Fig. 1: run 1, met3 routing
Scale bar: 20 microns.
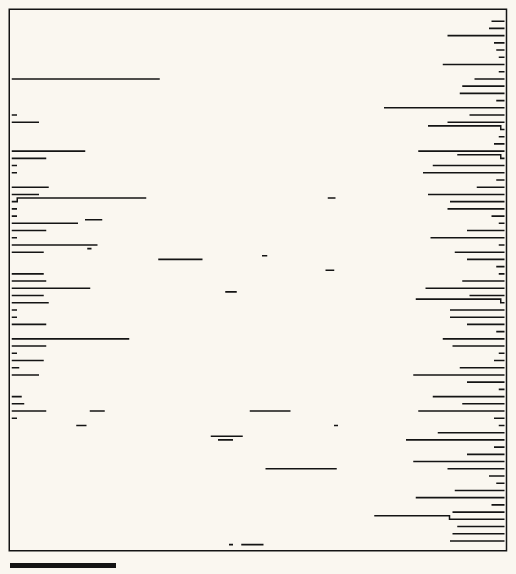
Fig. 2: run 1, cell outlines without signal wires
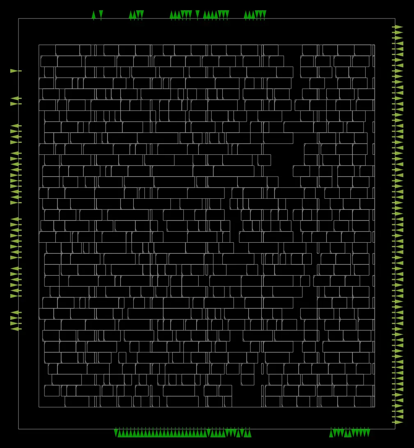
Fig. 3: run 1, I/O nets highlighted
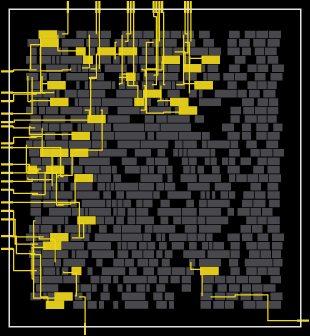
Fig. 4: run 1, placement density heat map
9 x 10 tiles, from black (low) to pale yellow (high), 0 to 100% covered.
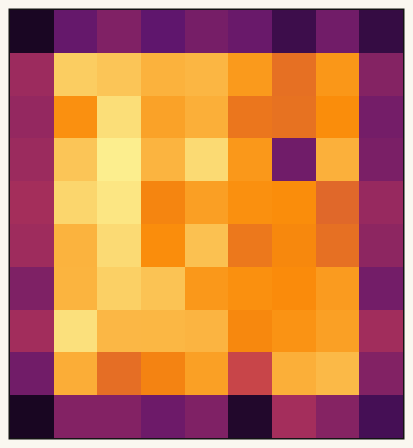
--- src/rtl/imem_access_ctrl_if.sv ---
// Bundles the fetch, loader, clear and memory-side signals of imem_access_ctrl.
// slave is the controller's view; master is the view of the requesters plus the imem array.
interface imem_access_ctrl_if #(
  parameter int ADDR_W = 5,
  parameter int DATA_W = 32
);
  logic              clear_req;
  logic              busy;
  logic              fetch_req;
  logic [31:0]       fetch_addr;
  logic              fetch_gnt;
  logic              fetch_valid;
  logic [DATA_W-1:0] fetch_instr;
  logic              fetch_err;
  logic              ld_valid;
  logic [ADDR_W-1:0] ld_addr;
  logic [DATA_W-1:0] ld_data;
  logic              ld_ready;
  logic              mem_en;
  logic              mem_we;
  logic [ADDR_W-1:0] mem_addr;
  logic [DATA_W-1:0] mem_wdata;
  logic [DATA_W-1:0] mem_rdata;

  modport slave (
    input  clear_req, fetch_req, fetch_addr, ld_valid, ld_addr, ld_data, mem_rdata,
    output busy, fetch_gnt, fetch_valid, fetch_instr, fetch_err, ld_ready,
           mem_en, mem_we, mem_addr, mem_wdata
  );

  modport master (
    output clear_req, fetch_req, fetch_addr, ld_valid, ld_addr, ld_data, mem_rdata,
    input  busy, fetch_gnt, fetch_valid, fetch_instr, fetch_err, ld_ready,
           mem_en, mem_we, mem_addr, mem_wdata
  );
endinterface

--- src/rtl/imem_access_ctrl.sv ---
// Arbitrates the single-port instruction memory between the program loader and fetch,
// and owns the zero-fill sweep run after reset and on clear_req.
module imem_access_ctrl #(
  parameter int ADDR_W     = 5,
  parameter int DATA_W     = 32,
  parameter int LOAD_BURST = 4
) (
  input  logic              clk,
  input  logic              reset,
  imem_access_ctrl_if.slave bus
);
  localparam int BW = $clog2(LOAD_BURST + 1);

  localparam logic [0:0] ST_CLEAR = 1'b0;
  localparam logic [0:0] ST_SERVE = 1'b1;

  logic [0:0]        state_q, state_d;
  logic [ADDR_W-1:0] clr_ptr_q, clr_ptr_d;
  logic [BW-1:0]     burst_cnt_q, burst_cnt_d;
  logic              fetch_valid_q, fetch_valid_d;
  logic              fetch_err_q, fetch_err_d;
  logic [DATA_W-1:0] instr_hold_q, instr_hold_d;

  logic              busy, fetch_gnt, ld_ready;
  logic              mem_en, mem_we;
  logic [ADDR_W-1:0] mem_addr;
  logic [DATA_W-1:0] mem_wdata;

  logic              fetch_legal, burst_at_max, rd_live;
  logic [ADDR_W-1:0] fetch_word;

  assign fetch_word   = bus.fetch_addr[ADDR_W+1:2];
  assign fetch_legal  = (bus.fetch_addr[1:0] == 2'b00) && (bus.fetch_addr[31:ADDR_W+2] == '0);
  assign burst_at_max = (burst_cnt_q == BW'(LOAD_BURST));
  assign rd_live      = fetch_valid_q && !fetch_err_q;

  always_comb begin
    state_d     = state_q;
    clr_ptr_d   = clr_ptr_q;
    burst_cnt_d = burst_cnt_q;
    busy        = 1'b0;
    fetch_gnt   = 1'b0;
    ld_ready    = 1'b0;
    mem_en      = 1'b0;
    mem_we      = 1'b0;
    mem_addr    = '0;
    mem_wdata   = '0;
    case (state_q)
      ST_CLEAR: begin
        busy        = 1'b1;
        mem_en      = 1'b1;
        mem_we      = 1'b1;
        mem_addr    = clr_ptr_q;
        clr_ptr_d   = clr_ptr_q + 1'b1;
        burst_cnt_d = '0;
        if (clr_ptr_q == '1) state_d = ST_SERVE;
      end
      default: begin
        if (bus.clear_req) begin
          state_d     = ST_CLEAR;
          clr_ptr_d   = '0;
          burst_cnt_d = '0;
        end else if (bus.fetch_req && (!bus.ld_valid || burst_at_max)) begin
          fetch_gnt   = 1'b1;
          burst_cnt_d = '0;
          if (fetch_legal) begin
            mem_en   = 1'b1;
            mem_addr = fetch_word;
          end
        end else if (bus.ld_valid) begin
          ld_ready  = 1'b1;
          mem_en    = 1'b1;
          mem_we    = 1'b1;
          mem_addr  = bus.ld_addr;
          mem_wdata = bus.ld_data;
          // Count only loader grants that made a waiting fetch wait longer.
          if (!bus.fetch_req)  burst_cnt_d = '0;
          else if (!burst_at_max) burst_cnt_d = burst_cnt_q + 1'b1;
        end else begin
          burst_cnt_d = '0;
        end
      end
    endcase
    // Outputs show reset values while reset is held, hiding any in-flight read return.
    if (reset) begin
      busy      = 1'b1;
      fetch_gnt = 1'b0;
      ld_ready  = 1'b0;
      mem_en    = 1'b0;
      mem_we    = 1'b0;
    end
  end

  // The read word arrives combinationally in the valid cycle; the hold register keeps it afterwards.
  always_comb begin
    fetch_valid_d = fetch_gnt;
    fetch_err_d   = fetch_gnt ? !fetch_legal : fetch_err_q;
    instr_hold_d  = instr_hold_q;
    if (fetch_gnt && !fetch_legal) instr_hold_d = '0;
    else if (rd_live)              instr_hold_d = bus.mem_rdata;
  end

  always_ff @(posedge clk) begin
    if (reset) begin
      state_q       <= ST_CLEAR;
      clr_ptr_q     <= '0;
      burst_cnt_q   <= '0;
      fetch_valid_q <= 1'b0;
      fetch_err_q   <= 1'b0;
      instr_hold_q  <= '0;
    end else begin
      state_q       <= state_d;
      clr_ptr_q     <= clr_ptr_d;
      burst_cnt_q   <= burst_cnt_d;
      fetch_valid_q <= fetch_valid_d;
      fetch_err_q   <= fetch_err_d;
      instr_hold_q  <= instr_hold_d;
    end
  end

  assign bus.busy        = busy;
  assign bus.fetch_gnt   = fetch_gnt;
  assign bus.ld_ready    = ld_ready;
  assign bus.mem_en      = mem_en;
  assign bus.mem_we      = mem_we;
  assign bus.mem_addr    = mem_addr;
  assign bus.mem_wdata   = mem_wdata;
  assign bus.fetch_valid = fetch_valid_q && !reset;
  assign bus.fetch_err   = fetch_err_q && !reset;
  assign bus.fetch_instr = reset ? '0 : (rd_live ? bus.mem_rdata : instr_hold_q);
endmodule

--- src/flat_wrapper.sv ---
// flat-port wrapper written by rule: the top's interface ports become plain ports
module imem_access_ctrl_flat 
#(
  parameter int ADDR_W     = 5,
  parameter int DATA_W     = 32,
  parameter int LOAD_BURST = 4
)
  (clk, reset, bus_clear_req, bus_fetch_req, bus_fetch_addr, bus_ld_valid, bus_ld_addr, bus_ld_data, bus_mem_rdata, bus_busy, bus_fetch_gnt, bus_fetch_valid, bus_fetch_instr, bus_fetch_err, bus_ld_ready, bus_mem_en, bus_mem_we, bus_mem_addr, bus_mem_wdata);
  imem_access_ctrl_if #(.ADDR_W(ADDR_W), .DATA_W(DATA_W)) bus_i ();
  input  logic clk;
  input  logic reset;
  input wire logic [$bits(bus_i.clear_req)-1:0] bus_clear_req;
  input wire logic [$bits(bus_i.fetch_req)-1:0] bus_fetch_req;
  input wire logic [$bits(bus_i.fetch_addr)-1:0] bus_fetch_addr;
  input wire logic [$bits(bus_i.ld_valid)-1:0] bus_ld_valid;
  input wire logic [$bits(bus_i.ld_addr)-1:0] bus_ld_addr;
  input wire logic [$bits(bus_i.ld_data)-1:0] bus_ld_data;
  input wire logic [$bits(bus_i.mem_rdata)-1:0] bus_mem_rdata;
  output wire logic [$bits(bus_i.busy)-1:0] bus_busy;
  output wire logic [$bits(bus_i.fetch_gnt)-1:0] bus_fetch_gnt;
  output wire logic [$bits(bus_i.fetch_valid)-1:0] bus_fetch_valid;
  output wire logic [$bits(bus_i.fetch_instr)-1:0] bus_fetch_instr;
  output wire logic [$bits(bus_i.fetch_err)-1:0] bus_fetch_err;
  output wire logic [$bits(bus_i.ld_ready)-1:0] bus_ld_ready;
  output wire logic [$bits(bus_i.mem_en)-1:0] bus_mem_en;
  output wire logic [$bits(bus_i.mem_we)-1:0] bus_mem_we;
  output wire logic [$bits(bus_i.mem_addr)-1:0] bus_mem_addr;
  output wire logic [$bits(bus_i.mem_wdata)-1:0] bus_mem_wdata;
  assign bus_i.clear_req = bus_clear_req;
  assign bus_i.fetch_req = bus_fetch_req;
  assign bus_i.fetch_addr = bus_fetch_addr;
  assign bus_i.ld_valid = bus_ld_valid;
  assign bus_i.ld_addr = bus_ld_addr;
  assign bus_i.ld_data = bus_ld_data;
  assign bus_i.mem_rdata = bus_mem_rdata;
  assign bus_busy = bus_i.busy;
  assign bus_fetch_gnt = bus_i.fetch_gnt;
  assign bus_fetch_valid = bus_i.fetch_valid;
  assign bus_fetch_instr = bus_i.fetch_instr;
  assign bus_fetch_err = bus_i.fetch_err;
  assign bus_ld_ready = bus_i.ld_ready;
  assign bus_mem_en = bus_i.mem_en;
  assign bus_mem_we = bus_i.mem_we;
  assign bus_mem_addr = bus_i.mem_addr;
  assign bus_mem_wdata = bus_i.mem_wdata;
  imem_access_ctrl #(.ADDR_W(ADDR_W), .DATA_W(DATA_W), .LOAD_BURST(LOAD_BURST)) u_core (.clk(clk), .reset(reset), .bus(bus_i));
endmodule
--- config.mk ---
export PLATFORM = sky130hd
export DESIGN_NAME = imem_access_ctrl_flat
export DESIGN_NICKNAME = d
export VERILOG_FILES = /design/src/rtl/imem_access_ctrl_if.sv /design/src/rtl/imem_access_ctrl.sv /design/src/flat_wrapper.sv
export SDC_FILE = /design/constraint.sdc
export NUM_CORES = 1
export LEC_CHECK = 0
export CAP_MARGIN = 10
export CORE_ASPECT_RATIO = 1.1
export CORE_MARGIN = 5
export CORE_UTILIZATION = 31
export CTS_CLUSTER_SIZE = 8
export DETAILED_ROUTE_END_ITERATION = 16
export PLACE_DENSITY_LB_ADDON = 0.12
export SLEW_MARGIN = 20
export SYNTH_ARGS = -nofsm -noshare
export SYNTH_HDL_FRONTEND = slang
export SYNTH_SLANG_ARGS = --single-unit
--- constraint.sdc ---
create_clock -name clk -period 1.7 [get_ports clk]
set_clock_uncertainty 0.1 [all_clocks]
set_input_delay 0.34 -clock clk [delete_from_list [all_inputs] [get_ports clk]]
set_output_delay 0.34 -clock clk [all_outputs]
set_load 0.02 [all_outputs]
==> impl_metrics.csv, run 1 <==
group,metric,value,unit
status,status,"finished, violations left",
status,violations,"negative setup slack",
yosys,synth_top_area_share,36.3,%
place,dp.cells,602,
hold_path,hold_path_class,"reg2reg",
cts,cts_tree,"done",
pwr,clock_power,692,uW
hold_path,worstHoldPathCells,2,
detailed_routing,first_pass_iters,4,
yosys,synth-edff-count,0,
sta,setup_slack,-433,ps
layout,layout.cells.non_filler,645,
worst_setup_path,cp_data_arrival_time,1690,ps
sta,fmax,469,MHz
yosys,simple_gate_share,42.2,%
yosys,top_area_cell,"dfxtp_1",
sta,setup_viol_count_final,106,
yosys,aoi_share,13.0,%
sta,worstMarginPinSlew,478,ps
pwr,leakage,0.00257,uW
yosys,numSynthFlops,43,
cts,clk_latency,290,ps
cts,cts_max_level,2,
detailed_routing,remaining_drc_errors,0,
yosys,mux_share,0.422,%
yosys,synthCells,303,
layout,layout_top_cells,"75 x clkdlybuf4s50_1, 72 x buf_6, 42 x buf_4",
pwr,clock_power_share,32.7,%
worst_setup_path,cp_max_fo,5,
job,warning_count,30,
place,gp_congestion,0.839,
detailed_routing,route.detailed.wl_per_inst,16.9,microns
sta,timing.slew.headroom,68.1,%
floorplanning,die_x,93.4,microns
sta,period_minus_slack,2130,ps
grt,grt_pass1_wl,15.4,mm
yosys,synth.area.top_cells,"dfxtp_1 36%, and2_1 16%, nand2_1 10%",
Notes on Fig. 1 above:
nets with wire on the layer: 117
longest straight run: 27.6 microns
met3 global-route usage: 5.42%
final wirelength: 10.9 mm
Vias: 3,062

Notes on Fig. 2 above:
number of fill cells: 514
Seq/total area: 14.7%
Tapcells: 105

Notes on Fig. 3 above:
| port | color | bits | direction | edge | end cells | buffers | wire |
|---|---|---|---|---|---|---|---|
| bus_fetch_instr | yellow | 32 | output | 17 west, 13 north, 1 east, 1 south | 32 | 32 | 1,050 microns |
IO Count: 182
Port Buf Inserts: 181

Notes on Fig. 4 above:
tiles over 75% full: 47%
mean over tiles: 61%
emptiest ninth of the die: north-east
fullest tile: 96%
Core ar.: 7470 sq um
FP Core Util: 31.7%
Util after Layout: 79.3%

run 1: worst paths after layout:
| check | startpoint | to | slack, ps |
|---|---|---|---|
| max | u_core.burst_cnt_q[0] | bus_mem_addr[2] | -430 |
| min | u_core.fetch_err_q | u_core.fetch_err_q | 480 |
| max reg2reg | u_core.burst_cnt_q[0] | u_core.instr_hold_q[14] | -330 |
| min reg2reg | u_core.fetch_err_q | u_core.fetch_err_q | 480 |
run 1: cell families (layout without fill, tap and decap cells):
family / Yosys count / count (layout)
AND-OR/OR-AND: 52 / 52
XOR/XNOR: 1 / 1
adder cells (fa/ha/maj): 4 / 4
buffers and inverters: 24 / 259
flip-flops: 43 / 43
multiplexers: 1 / 1
AND/OR/NAND/NOR: 178 / 180
run 1: critical path, stage by stage (launching register included):
cell and delay, ps:
dfxtp_2 340, inv_2 50, ha_4 170, a21boi_4 170
nor4_4 60, buf_4 160, a221o_1 330, buf_6 130
run 1: layout make-up:
cell class,instances,area (sq um)
fillers,514,1550
inverters,3,11.3
multi-input cells,238,2160
clock buffers,7,86.3
flip-flops and latches,43,870
repair buffers,248,2670
well taps,105,131
clock inverters,1,8.76
run 1: metal layers:
layer	part of all wire (%)	track usage, %	up-vias
met1	36	23.1	1441
li1	-	-	1481
met3	7.9	5.42	14
met5	0	0	-
met2	54	38.3	126
met4	2.1	4.96	0
run 1: registers in the layout, indices dropped and copies added (netlist names):
register and cells:
u_core.burst_cnt_q 3, u_core.instr_hold_q 32, u_core.clr_ptr_q 5, u_core.fetch_err_q 1
u_core.state_q 1, u_core.fetch_valid_q 1
run 1: metrics by stage:
stage	setup WS, ps	power, uW
after floorplan	-168	1110
after global placement	-1240	1410
after detailed placement	-1320	1420
after CTS	-432	2100
after global routing	-536	2200
final	-433	2120
==> run 1 -> run 2 <==
--- a/config.mk
+++ b/config.mk
@@ -9,7 +9,6 @@
 export CORE_ASPECT_RATIO = 1.1
 export CORE_MARGIN = 5
 export CORE_UTILIZATION = 31
-export CTS_CLUSTER_SIZE = 8
 export DETAILED_ROUTE_END_ITERATION = 16
 export PLACE_DENSITY_LB_ADDON = 0.12
 export SLEW_MARGIN = 20
Fig. 5: run 2, placement density heat map
9 x 10 tiles, from black (low) to pale yellow (high), 0 to 100% covered.
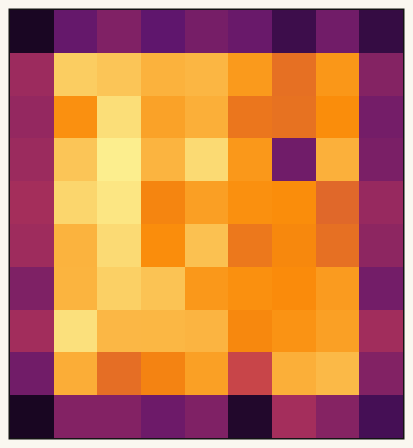
mean over tiles: 61%
emptiest ninth of the die: north-east
fullest tile: 96%

Fig. 6: run 2, cell outlines without signal wires
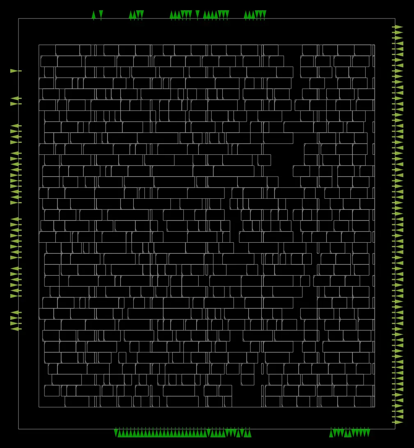
non-filler cells, final: 645
Flop Count: 43
row count: 33

==> run 2 against run 1 <==
Against the previous run: the run still ends with negative setup slack left; critical path depth is the same; area after synthesis is the same; count of clock-buffer cells in the layout is the same; fmax is the same; flip-flop count is the same; via count is the same.
==> impl_metrics.csv, run 2 <==
group,metric,value,unit
sta,worstMarginPinSlew,478,ps
hold_path,hold_path_class,"reg2reg",
sta,setup_viol_count_final,106,
layout,layout_top_cells,"75 x clkdlybuf4s50_1, 72 x buf_6, 42 x buf_4",
pwr,leakage,0.00257,uW
sta,period_minus_slack,2130,ps
worst_setup_path,crit-reg2reg-launch,"u_core.burst_cnt_q[0]",
status,status,"finished, violations left",
detailed_routing,first_pass_iters,4,
detailed_routing,route.vias.total,3062,
worst_setup_path,cp_slowest_cell,"dfxtp_2",
worst_setup_path,crit_family,"AND-OR/OR-AND gates",
grt,use_met2,38.3,%
yosys,synth.area.top_cells,"dfxtp_1 36%, and2_1 16%, nand2_1 10%",
job,warning_count,30,
sta,setup_slack,-433,ps
layout,regMostFlops,"u_core.instr_hold_q",
layout,reg_top3,"u_core.instr_hold_q (32), u_core.clr_ptr_q (5), u_core.burst_cnt_q (3)",
hold_path,worstHoldPathCells,2,
detailed_routing,remaining_drc_errors,0,
detailed_routing,routed.top_layer,"met4",
floorplanning,core,7470,sq um
worst_setup_path,path_buffers,3,
status,violations,"negative setup slack",
detailed_routing,met2WireLength,5.85,mm
worst_setup_path,cp_data_arrival_time,1690,ps
yosys,synth-edff-count,0,
layout,largest_reg_flops,32,
yosys,numSynthFlops,43,
floorplanning,die_x,93.4,microns
detailed_routing,wl_met3,858,microns
==> run 2: cell counts in the layout (fill, tap and decap cells not counted) <==
No cell type changed its count.
==> run 2: worst min-delay path, cell delays in order, from the launching register on <==
cell and delay, ps:
dfxtp_4 370, nand2b_1 110, o21ai_2 60
==> run 2: stage by stage <==
stage | setup slack, ps | TNS (ps) | util, % | instances
4_1_cts | -432 | -31360 | 71.0 | 632
5_1_grt | -536 | -39580 | 79.3 | 645
3_3_place_gp | -1240 | -70370 | 62.4 | 602
3_5_place_dp | -1320 | -71970 | 62.4 | 602
6_report | -433 | -32800 | 79.3 | 645
2_1_floorplan | -168 | -2890 | - | 303
==> run 2: cells by family after synthesis <==
group                    Yosys count
AND-OR/OR-AND                     52
XOR/XNOR                           1
adder cells (fa/ha/maj)            4
buffers and inverters             24
flip-flops                        43
multiplexers                       1
AND/OR/NAND/NOR                  178
==> run 2: area by class of cell <==
| cell class | instances | area [sq um] |
|---|---|---|
| clock buffers | 7 | 86.3 |
| flip-flops and latches | 43 | 870 |
| multi-input cells | 238 | 2160 |
| clock inverters | 1 | 8.76 |
| inverters | 3 | 11.3 |
| repair buffers | 248 | 2670 |
| well taps | 105 | 131 |
| fillers | 514 | 1550 |
==> run 2: worst max-delay path by stage <==
stage / to / cells past startpoint / slack [ps] / start
after detailed placement: bus_mem_addr[1] / 6 / -1320 / bus_fetch_addr[1]
final: bus_mem_addr[2] / 7 / -430 / u_core.burst_cnt_q[0]
after CTS: bus_mem_addr[1] / 7 / -430 / u_core.burst_cnt_q[1]
after global routing: bus_mem_addr[2] / 7 / -540 / u_core.burst_cnt_q[1]
after global placement: bus_mem_addr[4] / 6 / -1240 / bus_fetch_addr[15]
after floorplan: bus_mem_addr[0] / 4 / -170 / bus_fetch_addr[7]
Power figures rest on the tool's default switching activity, not on a simulated workload.
